**Run 1: met1 routing**

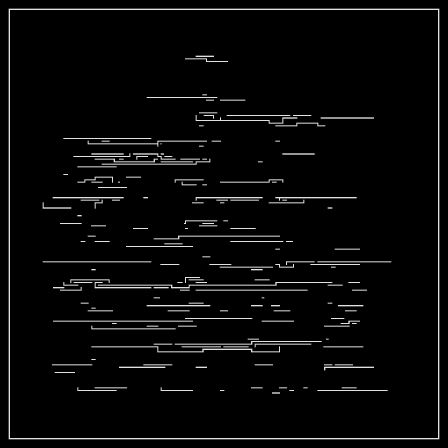
**Run 1: M2 wires**

Scale bar: 20 um. Cells faint in the background.
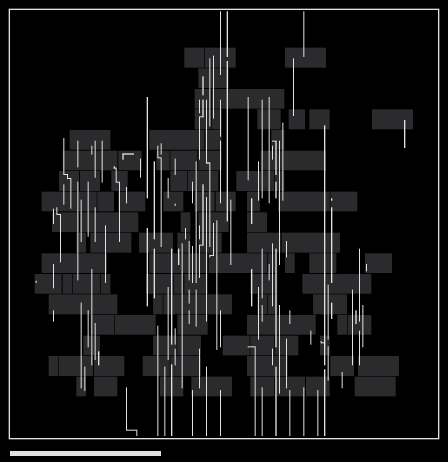
**Run 1: the metal 3 layer**

Scale bar: 20 um.
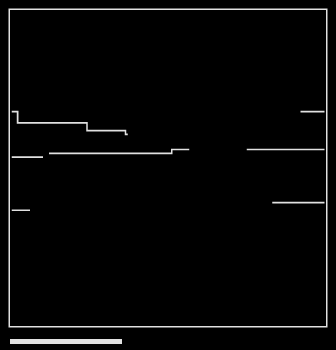
File: src/rtl/jk_excite_driver_if.sv
// Target handshake bundle for jk_excite_driver.
// The master offers a target word; the slave (the driver) accepts it when ready.
interface jk_excite_driver_if #(
    parameter int unsigned WIDTH = 4
) ();

    logic             tgt_valid;
    logic             tgt_ready;
    logic [WIDTH-1:0] tgt_data;

    // Producer of target words (testbench or upstream controller).
    modport master (
        output tgt_valid,
        output tgt_data,
        input  tgt_ready
    );

    // The excitation driver itself.
    modport slave (
        input  tgt_valid,
        input  tgt_data,
        output tgt_ready
    );

endinterface

File: src/rtl/jk_excite_driver.sv
// JK excitation driver.
// Accepts a target word, drives J/K of an external JK flop bank for one cycle,
// checks the fed-back Q against the target and re-drives up to MAX_RETRY times.
// Reports a one-cycle done (match) or error (retries exhausted) pulse.
// Build option: define JK_TOGGLE_EN to drive mismatching bits with J=K=1 (toggle)
// instead of the default set/reset encoding; FSM and timing are unchanged.
module jk_excite_driver #(
    parameter int unsigned WIDTH     = 4,
    parameter int unsigned MAX_RETRY = 3
) (
    input  logic                 clk_i,
    input  logic                 rst_i,
    jk_excite_driver_if.slave    tgt_if,
    output logic [WIDTH-1:0]     j_o,
    output logic [WIDTH-1:0]     k_o,
    input  logic [WIDTH-1:0]     q_fb_i,
    output logic                 done_o,
    output logic                 error_o,
    output logic                 busy_o
);

    // Retry counter must hold 0..MAX_RETRY; keep at least one bit for MAX_RETRY=0.
    localparam int unsigned       RetryW   = (MAX_RETRY > 0) ? $clog2(MAX_RETRY + 1) : 1;
    localparam logic [RetryW-1:0] RetryMax = RetryW'(MAX_RETRY);

    // Reject out-of-range configurations at elaboration.
    if (WIDTH < 1 || WIDTH > 16) begin : gen_bad_width
        $error("jk_excite_driver: WIDTH must be in 1..16");
    end
    if (MAX_RETRY > 7) begin : gen_bad_retry
        $error("jk_excite_driver: MAX_RETRY must be in 0..7");
    end

    typedef enum logic [1:0] {
        StIdle,
        StDrive,
        StCheck,
        StResp
    } state_e;

    state_e             state_q, state_d;
    logic [WIDTH-1:0]   target_q, target_d;
    logic [RetryW-1:0]  retry_q, retry_d;
    logic               match_q, match_d;

    logic [WIDTH-1:0]   drive_j;
    logic [WIDTH-1:0]   drive_k;
    logic               ready;

    // Excitation decode from current feedback and latched target.
    always_comb begin
`ifdef JK_TOGGLE_EN
        // Toggle every differing bit; equal bits hold.
        drive_j = q_fb_i ^ target_q;
        drive_k = q_fb_i ^ target_q;
`else
        // Set bits that must rise, reset bits that must fall; never J=K=1.
        drive_j = ~q_fb_i & target_q;
        drive_k = q_fb_i & ~target_q;
`endif
    end

    // Next-state and output decode; everything defaults to the idle/hold value.
    always_comb begin
        state_d  = state_q;
        target_d = target_q;
        retry_d  = retry_q;
        match_d  = match_q;
        ready    = 1'b0;
        done_o   = 1'b0;
        error_o  = 1'b0;
        j_o      = '0;
        k_o      = '0;

        unique case (state_q)
            StIdle: begin
                ready = 1'b1;
                if (tgt_if.tgt_valid) begin
                    target_d = tgt_if.tgt_data;
                    retry_d  = '0;
                    state_d  = StDrive;
                end
            end
            StDrive: begin
                // The external bank samples J/K on the edge that leaves this state.
                j_o     = drive_j;
                k_o     = drive_k;
                state_d = StCheck;
            end
            StCheck: begin
                if (q_fb_i == target_q) begin
                    match_d = 1'b1;
                    state_d = StResp;
                end else if (retry_q < RetryMax) begin
                    retry_d = retry_q + 1'b1;
                    state_d = StDrive;
                end else begin
                    match_d = 1'b0;
                    state_d = StResp;
                end
            end
            StResp: begin
                done_o  = match_q;
                error_o = ~match_q;
                state_d = StIdle;
            end
            default: begin
                state_d = StIdle;
            end
        endcase
    end

    // State registers with synchronous reset; reset drops any in-flight target.
    always_ff @(posedge clk_i) begin
        if (rst_i) begin
            state_q  <= StIdle;
            target_q <= '0;
            retry_q  <= '0;
            match_q  <= 1'b0;
        end else begin
            state_q  <= state_d;
            target_q <= target_d;
            retry_q  <= retry_d;
            match_q  <= match_d;
        end
    end

    assign tgt_if.tgt_ready = ready;
    assign busy_o           = (state_q != StIdle);

endmodule
File: src/flat_wrapper.sv
// flat-port wrapper written by rule: the top's interface ports become plain ports
module jk_excite_driver_flat 
#(
    parameter int unsigned WIDTH     = 4,
    parameter int unsigned MAX_RETRY = 3
)
  (clk_i, rst_i, j_o, k_o, q_fb_i, done_o, error_o, busy_o, tgt_if_tgt_valid, tgt_if_tgt_data, tgt_if_tgt_ready);
  jk_excite_driver_if #(.WIDTH(WIDTH)) tgt_if_i ();
  input  logic clk_i;
  input  logic rst_i;
  output logic [WIDTH-1:0] j_o;
  output logic [WIDTH-1:0] k_o;
  input  logic [WIDTH-1:0] q_fb_i;
  output logic done_o;
  output logic error_o;
  output logic busy_o;
  input wire logic [$bits(tgt_if_i.tgt_valid)-1:0] tgt_if_tgt_valid;
  input wire logic [$bits(tgt_if_i.tgt_data)-1:0] tgt_if_tgt_data;
  output wire logic [$bits(tgt_if_i.tgt_ready)-1:0] tgt_if_tgt_ready;
  assign tgt_if_i.tgt_valid = tgt_if_tgt_valid;
  assign tgt_if_i.tgt_data = tgt_if_tgt_data;
  assign tgt_if_tgt_ready = tgt_if_i.tgt_ready;
  jk_excite_driver #(.WIDTH(WIDTH), .MAX_RETRY(MAX_RETRY)) u_core (.clk_i(clk_i), .rst_i(rst_i), .tgt_if(tgt_if_i), .j_o(j_o), .k_o(k_o), .q_fb_i(q_fb_i), .done_o(done_o), .error_o(error_o), .busy_o(busy_o));
endmodule
File: config.mk
export PLATFORM = sky130hd
export DESIGN_NAME = jk_excite_driver_flat
export DESIGN_NICKNAME = d
export VERILOG_FILES = /design/src/rtl/jk_excite_driver_if.sv /design/src/rtl/jk_excite_driver.sv /design/src/flat_wrapper.sv
export SDC_FILE = /design/constraint.sdc
export NUM_CORES = 1
export LEC_CHECK = 0
export CORE_MARGIN = 3
export CORE_UTILIZATION = 25
export DETAILED_ROUTE_END_ITERATION = 7
export GPL_TIMING_DRIVEN = 0
export PLACE_DENSITY = 0.56
export SETUP_SLACK_MARGIN = 0.3
export SYNTH_ARGS = -nofsm -noshare
export SYNTH_HDL_FRONTEND = slang
export SYNTH_SLANG_ARGS = --single-unit
export TNS_END_PERCENT = 10
File: constraint.sdc
create_clock -name clk_i -period 1.4 [get_ports clk_i]
set_input_delay 0.14 -clock clk_i [delete_from_list [all_inputs] [get_ports clk_i]]
set_output_delay 0.14 -clock clk_i [all_outputs]
set_load 0.05 [all_outputs]
==> reports/summary.txt, run 1 <==
Leak -> 0.476 nW
Core area -> 2320 um^2
Mean Syn Cell Area -> 9.15 um^2
Worst R2R Path Depth -> 6
Io pins -> 23
Mapped Area -> 641 um^2
# Cells Yosys -> 70
Clock root cell -> clkbuf_4
Setup CP Type -> flop to primary output
Slew HR -> 0.706
Global-route wire length before repair -> 2.59 mm
Synth warnings -> 0
Largest net degree at the start of global routing -> 11
Setup violators final -> 5
Max Cap Viol -> 0
Row cnt -> 17
Synth area leader -> dfxtp_1
RSZ-0062 raised after global routing -> yes
Die ar. -> 3210 um^2
Pre-CTS setup slack -> -545 ps
GR Util All Layers -> 0.105
Critical Path Sink Type -> primary output
Commonest non-fill, non-tap cells in the layout -> inv_1 (8), buf_6 (7), and2_4 (7), buf_8 (7), clkdlybuf4s50_1 (6)
Clock Tree Buf Depth -> 2
Worst Hold Class -> input port to flop
Drt drc -> 0
Netlist cell types -> 25
Die height -> 56.6 um
Worst-path fanout max -> 5
Log Warnings -> 33
Logic area -> 510 um^2
ANT nets after route -> 0
Status -> complete, but fails checks
Worst path required time -> 1260 ps
Sink Count -> 9
Maximum vdd drop -> 544 uV
Clk_skew -> 4.20 ps
WL/cell -> 12.1 um
Tcrit/Tclk final -> 1.00
Port-buffer cells -> 22
Gr ovfl total -> 0
Cell area power density -> 670 nW/um^2
Area share, top type -> 0.281
Final Wtd Congestion -> 0.660
1st-pass router iterations -> 3
Commonest register cell after synthesis -> dfxtp_1
Core Util, Final -> 0.480
Initial antenna violation count -> 0
Peak Freq -> 0.713 GHz
Dominant logic cell type in the layout -> inv_1
Layout Nets -> 122
Antenna cells -> 0
Synth-to-layout area growth -> 73.6%
Failing checks -> negative setup slack
CP arrival -> 1260 ps
Final worst slack -> -2.59 ps
Slew Limit Fails -> 0
Via/cell ratio -> 4.26
Startpoint Class -> flop
Sequential fraction of the synthesis area -> 0.281
Initial drt markers -> 3
Fin. Hold Viols -> 0
Hold_ws -> 481 ps
About 'met1 routing':
wire length on this layer	658 um
share of all routed wire	42%

About 'M2 wires':
main direction	vertical
wire length on this layer	820 um

About 'the metal 3 layer':
main direction	horizontal
longest straight run	21.8 um
via count: 550
drt total wl: 1.56 mm
GR Util met3: 0.0460

[run 1: routing by layer]
layer  track usage  up-vias  routed length, um
li1              -      289                  -
met2         0.191        9                820
met4        0.0102        0                  0
met1         0.114      252                657
met3        0.0460        0                 85
met5             0        -                  0
[run 1: flip-flops by register name, indices dropped and copies added (netlist names)]
signal	cells
u_core.retry_q	2
u_core.state_q	2
u_core.target_q	4
u_core.match_q	1
[run 1: stage by stage]
| step | total power [mW] | instance area, um^2 | setup TNS [ps] | cells |
|---|---|---|---|---|
| after floorplan | 0.413 | 647 | 0 | 70 |
| after global placement | 0.486 | 902 | -6770 | 120 |
| after detailed placement | 0.491 | 902 | -6790 | 120 |
| after CTS | 0.735 | 1030 | -122 | 127 |
| after global routing | 0.789 | 1110 | -540 | 129 |
| final | 0.745 | 1110 | -9.00 | 129 |
[run 1: cells in the mapped netlist, types with 2 or more instances]
cell type,number
dfxtp_1,9
mux2i_1,5
ha_1,9
nor2_1,6
inv_1,10
and2_1,8
nand2_1,2
nand2b_1,3
a21oi_1,2
[run 1: cells by family (layout without fill, tap and decap cells)]
logic type      count (synthesis)  after routing  share of synthesized area
flops                           9              9                      0.281
simple gates                   29             30                      0.307
fa+ha+maj                       9              9                      0.176
buf+inv                        12             42                     0.0820
mux                             5              5                     0.0781
compound gates                  6              6                     0.0762
[run 1: worst max-delay path, cell delays in order, from the launching register on]
cell     delay, ps
dfxtp_2        320
buf_6          110
and2b_2        270
and2_4         160
buf_8          140
[run 1: where the power goes]
part	internal, mW	switching, mW	total, mW	leakage [nW]
logic	0.128	0.127	0.255	0.382
clock network	0.106	0.0968	0.202	0.0177
registers	0.270	0.0177	0.288	0.0765
total	0.504	0.241	0.745	0.476
[run 1: repair_timing]
| item | in CTS | in global routing |
|---|---|---|
| gates cloned | 1 | 0 |
| hold buffers | 0 | 0 |
| resized | 106 | 18 |
| setup endpoints to repair | 20 | 20 |
| setup buffers | 2 | 2 |
| pin swaps | 7 | 10 |
[run 1: worst paths after layout]
| path | slack (ps) | start | endpoint |
|---|---|---|---|
| setup / recovery | -3 | u_core.state_q[1]$_SDFFE_PP0P_ | k_o[3] |
| hold / removal | 480 | tgt_if_tgt_data[2] | u_core.target_q[2]$_SDFFE_PP0P_ |
| setup reg to reg | 40 | u_core.target_q[2]$_SDFFE_PP0P_ | u_core.retry_q[0]$_SDFFE_PP0P_ |
| hold reg to reg | 480 | u_core.retry_q[1]$_SDFFE_PP0P_ | u_core.retry_q[1]$_SDFFE_PP0P_ |
[run 1: final cells by class]
cell class                 instances  share of cell area
multi-input combinational         50               0.459
buffer                             2              0.0135
sequential                         9               0.173
timing repair buffer              26               0.261
clock inverter                     1             0.00450
inverter                          10              0.0371
tap                               28              0.0315
clock buffer                       3              0.0202
==> inputs of run 2 (changes only) <==
MAX_ROUTING_LAYER = met4   (was unset)
==> run 2 against run 1 <==
Compared with the run above:
- the run still ends with negative setup slack left
- flip-flop count unchanged
- wire length unchanged
- combinational power about the same
- via count unchanged
- first-iteration DRC count unchanged
- critical path type unchanged
- highest routed layer unchanged
==> reports/summary.txt, run 2 <==
Io pins -> 23
Drt drc -> 0
Hold buffers post-CTS -> 0
Slew HR -> 0.706
Port-buffer cells -> 22
Netlist cell types -> 25
Critical Path End -> k_o[3]
Crit-path leading delay family -> simple AND/OR/NAND/NOR gates
Worst path required time -> 1260 ps
Int Power -> 0.504 mW
Initial drt markers -> 3
Worst R2R Path Depth -> 6
Flop2flop setup slack -> 40 ps
Largest net degree at the start of global routing -> 11
Worst setup path start -> u_core.state_q[1]$_SDFFE_PP0P_
Tcrit/Tclk final -> 1.00
Cell area power density -> 670 nW/um^2
Failing checks -> negative setup slack
Layout Nets -> 122
Status -> complete, but fails checks
Clock share of power -> 0.272
Die height -> 56.6 um
Worst Hold Class -> input port to flop
Worst-path fanout max -> 5
Commonest cells post-synth -> inv_1 (10), dfxtp_1 (9), ha_1 (9)
# Cells Yosys -> 70
Worst Path Buf+Inv -> 2
Pre-CTS setup slack -> -545 ps
Setup violators final -> 5
Sink Count -> 9
Dominant logic cell type in the layout -> inv_1
Setup CP Type -> flop to primary output
Die ar. -> 3210 um^2
Drt total wl -> 1.56 mm
Global-route wire length before repair -> 2.59 mm
Commonest non-fill, non-tap cells in the layout -> inv_1 (8), buf_6 (7), and2_4 (7), buf_8 (7), clkdlybuf4s50_1 (6)
RSZ-0062 raised after global routing -> yes
Sequential share of power -> 0.386
Fin. Hold Viols -> 0
Max Cap Viol -> 0
Final worst slack -> -2.59 ps
Core area -> 2320 um^2
Commonest register cell after synthesis -> dfxtp_1
Clock Tree Buf Depth -> 2
Total power -> 0.745 mW
Crit-path slowest cell -> dfxtp_2
CP arrival -> 1260 ps
Gr ovfl total -> 0
WL/cell -> 12.1 um
Initial antenna violation count -> 0
run 2: cell counts in the layout (fill, tap and decap cells not counted):
Identical to the previous run, type by type.
run 2: layout make-up:
type	instances	area, um^2
fillers	224	1210
plain buffers	2	15.0
well taps	28	35.0
clock buffers	3	22.5
repair buffers	26	290
flip-flops and latches	9	193
inverters	10	41.3
clock inverters	1	5.00
multi-input cells	50	510
run 2: worst min-delay path by stage:
stage                                                 end                            from  slack, ps
after global routing      u_core.target_q[3]$_SDFFE_PP0P_              tgt_if_tgt_data[3]        520
final                     u_core.target_q[2]$_SDFFE_PP0P_              tgt_if_tgt_data[2]        480
after detailed placement   u_core.retry_q[1]$_SDFFE_PP0P_  u_core.retry_q[1]$_SDFFE_PP0P_        480
after CTS                 u_core.target_q[2]$_SDFFE_PP0P_              tgt_if_tgt_data[2]        470
after floorplan           u_core.target_q[0]$_SDFFE_PP0P_              tgt_if_tgt_data[0]        290
after global placement     u_core.retry_q[1]$_SDFFE_PP0P_  u_core.retry_q[1]$_SDFFE_PP0P_        470
run 2: cells by family after synthesis:
kind of cell | Yosys count | share of synthesized area
simple gates | 29 | 0.307
buf+inv | 12 | 0.0820
fa+ha+maj | 9 | 0.176
flops | 9 | 0.281
compound gates | 6 | 0.0762
mux | 5 | 0.0781
run 2: power by group through the flow:
stage | clock network [mW] | logic (mW) | registers, mW
after floorplan | 0 | 0.128 | 0.285
after global placement | 0 | 0.199 | 0.288
after detailed placement | 0 | 0.202 | 0.289
after CTS | 0.213 | 0.235 | 0.287
after global routing | 0.223 | 0.276 | 0.290
final | 0.202 | 0.255 | 0.288
run 2: per-stage QoR:
| step | utilization | instances |
|---|---|---|
| global route | 0.480 | 129 |
| floorplan | - | 70 |
| finish | 0.480 | 129 |
| global placement | 0.389 | 120 |
| detailed placement | 0.389 | 120 |
| CTS | 0.444 | 127 |
run 2: worst min-delay path: stages:
cell and delay [ps]:
clkdlybuf4s50_1 400, mux2i_1 130, nor2_1 50
run 2: repair_timing:
action / in CTS / in global routing
buffers inserted: 2 / 2
endpoints found under the setup margin: 20 / 20
resized: 106 / 18
pin swaps: 7 / 10
cloned: 1 / 0
run 2: routing by layer:
| layer | global-route usage | vias to the layer above | share of wire |
|---|---|---|---|
| met5 | - | - | 0 |
| met4 | 0.0102 | 0 | 0 |
| met3 | 0.0460 | 0 | 0.054 |
| met2 | 0.191 | 9 | 0.52 |
| met1 | 0.114 | 252 | 0.42 |
| li1 | - | 289 | - |
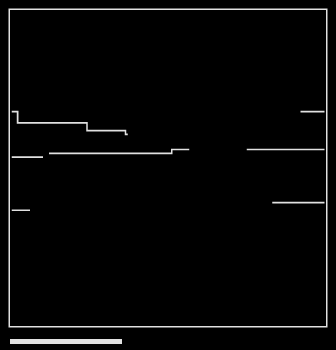
**Above:** run 2 (the metal 3 layer).
Scale bar: 20 um.
wire length on this layer	85.1 um
share of all routed wire	5.4%
longest straight run	21.8 um

==> inputs of run 3 (changes only) <==
GPL_TIMING_DRIVEN = unset   (was 0)
PLACE_DENSITY = 0.54   (was 0.56)
SLEW_MARGIN = 20   (was unset)
clock period = 1.5 ns   (was 1.4 ns; I/O delays follow)
==> run 3 against run 2 <==
Compared with the run above:
- the flow now finishes without violations
- clock power down 5%
- sequential power down 7.6%
- synthesized cell count unchanged
- synthesized area unchanged
- final area up 10%
- sequential share of layout area down 1.4 points
- non-clock buffer count up 5
- global-route usage up 0.97 points
- wire length up 4.7%
- largest cell class unchanged
==> reports/summary.txt, run 3 <==
Mean Syn Cell Area -> 9.15 um^2
Log Warnings -> 33
Worst path required time -> 1350 ps
CP arrival -> 1210 ps
Total power -> 0.728 mW
Final worst slack -> 145 ps
Cell area power density -> 593 nW/um^2
Port-buffer cells -> 22
Worst setup path start -> u_core.state_q[1]$_SDFFE_PP0P_
Hold buffers post-CTS -> 0
# Cells Yosys -> 70
WL/cell -> 12.2 um
Setup CP Type -> flop to primary output
Largest net degree at the start of global routing -> 9
Pre-CTS setup slack -> -300 ps
Row cnt -> 17
Critical Path Sink Type -> primary output
Die ar. -> 3210 um^2
Dominant logic cell type in the layout -> buf_12
1st-pass router iterations -> 5
Fin. Hold Viols -> 0
Clock root cell -> clkbuf_4
Worst hold start -> u_core.retry_q[1]$_SDFFE_PP0P_
Synth top cell by count -> inv_1
Worst R2R Path Depth -> 4
Crit-path slowest cell -> dfxtp_4
Mapped Area -> 641 um^2
Max reg flops -> 4
Startpoint Class -> flop
Fin Setup TNS -> 0 ps
Status -> complete, no violations
Synth warnings -> 0
Layout Nets -> 127
Initial antenna violation count -> 0
Biggest regs -> u_core.target_q x4, u_core.retry_q x2, u_core.state_q x2
run 3: path summary, 6_finish.rpt:
kind                                                  endpoint  slack (ps)
worst max-delay path                                    j_o[1]         140
worst min-delay path            u_core.retry_q[1]$_SDFFE_PP0P_         490
worst max register to register  u_core.retry_q[1]$_SDFFE_PP0P_         170
worst min register to register  u_core.retry_q[1]$_SDFFE_PP0P_         490
run 3: what timing repair did:
item | in CTS | in global routing
resized | 32 | 2
pin swaps | 13 | 0
cloned | 1 | 0
endpoints found under the setup margin | 20 | 20
setup buffers | 4 | 0
run 3: kinds of logic after synthesis:
group,after synthesis,share of synthesized area
muxes,5,0.0781
adders and majority gates,9,0.176
DFF,9,0.281
and+or+nand+nor,29,0.307
buffers and inverters,12,0.0820
AOI/OAI and AO/OA,6,0.0762
run 3: worst max-delay path, delay by kind of cell, from the launching register on:
kind	cells	cell delay [ps]
simple gates	2	430
buf+inv	1	140
flops	1	380
run 3: per-stage QoR:
stage          cells  instance area [um^2]   util  hold WS [ps]
2_1_floorplan     70                   643      -           297
5_1_grt          134                  1230  0.530           518
3_3_place_gp     125                  1060  0.455           462
3_5_place_dp     125                  1060  0.455           476
6_report         134                  1230  0.530           487
4_1_cts          134                  1220  0.528           485
run 3: power by group:
part,internal (mW),total (mW),switching (mW)
sequential,0.251,0.266,0.0149
clock,0.103,0.191,0.0885
combinational,0.148,0.271,0.123
total,0.502,0.728,0.227
run 3: area by class of cell:
class,instances,area (um^2),area share
sequential,9,195,0.159
multi-input combinational,50,509,0.414
timing repair buffer,33,425,0.346
clock buffer,4,26.3,0.0214
inverter,10,37.5,0.0305
tap,28,35.0,0.0285
run 3: metal layers:
layer  vias up  track usage  routed length [um]
li1        303            -                   -
met1       281        0.125                 649
met2         8        0.206                 925
met3         0       0.0460                  62
met4         0       0.0203                   0
met5         -            -                   0
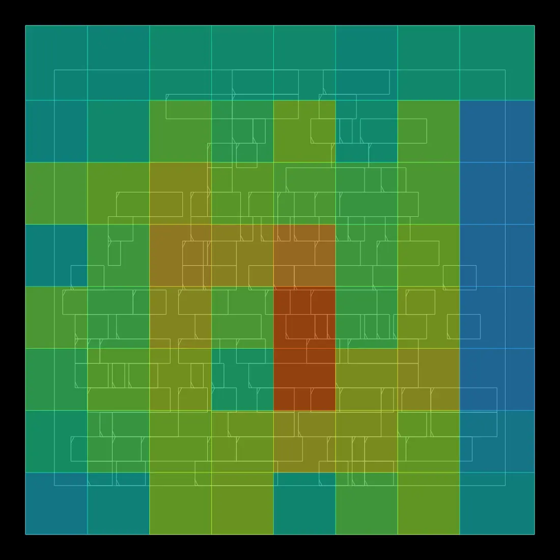
**Above:** run 3 (routing congestion map).
GR Util All Layers: 0.117
Core Util, Final: 0.530
GR Util met1: 0.125
GR Layer Usage met2: 0.206
global route hottest layer: met2

Power figures rest on the tool's default switching activity, not on a simulated workload.
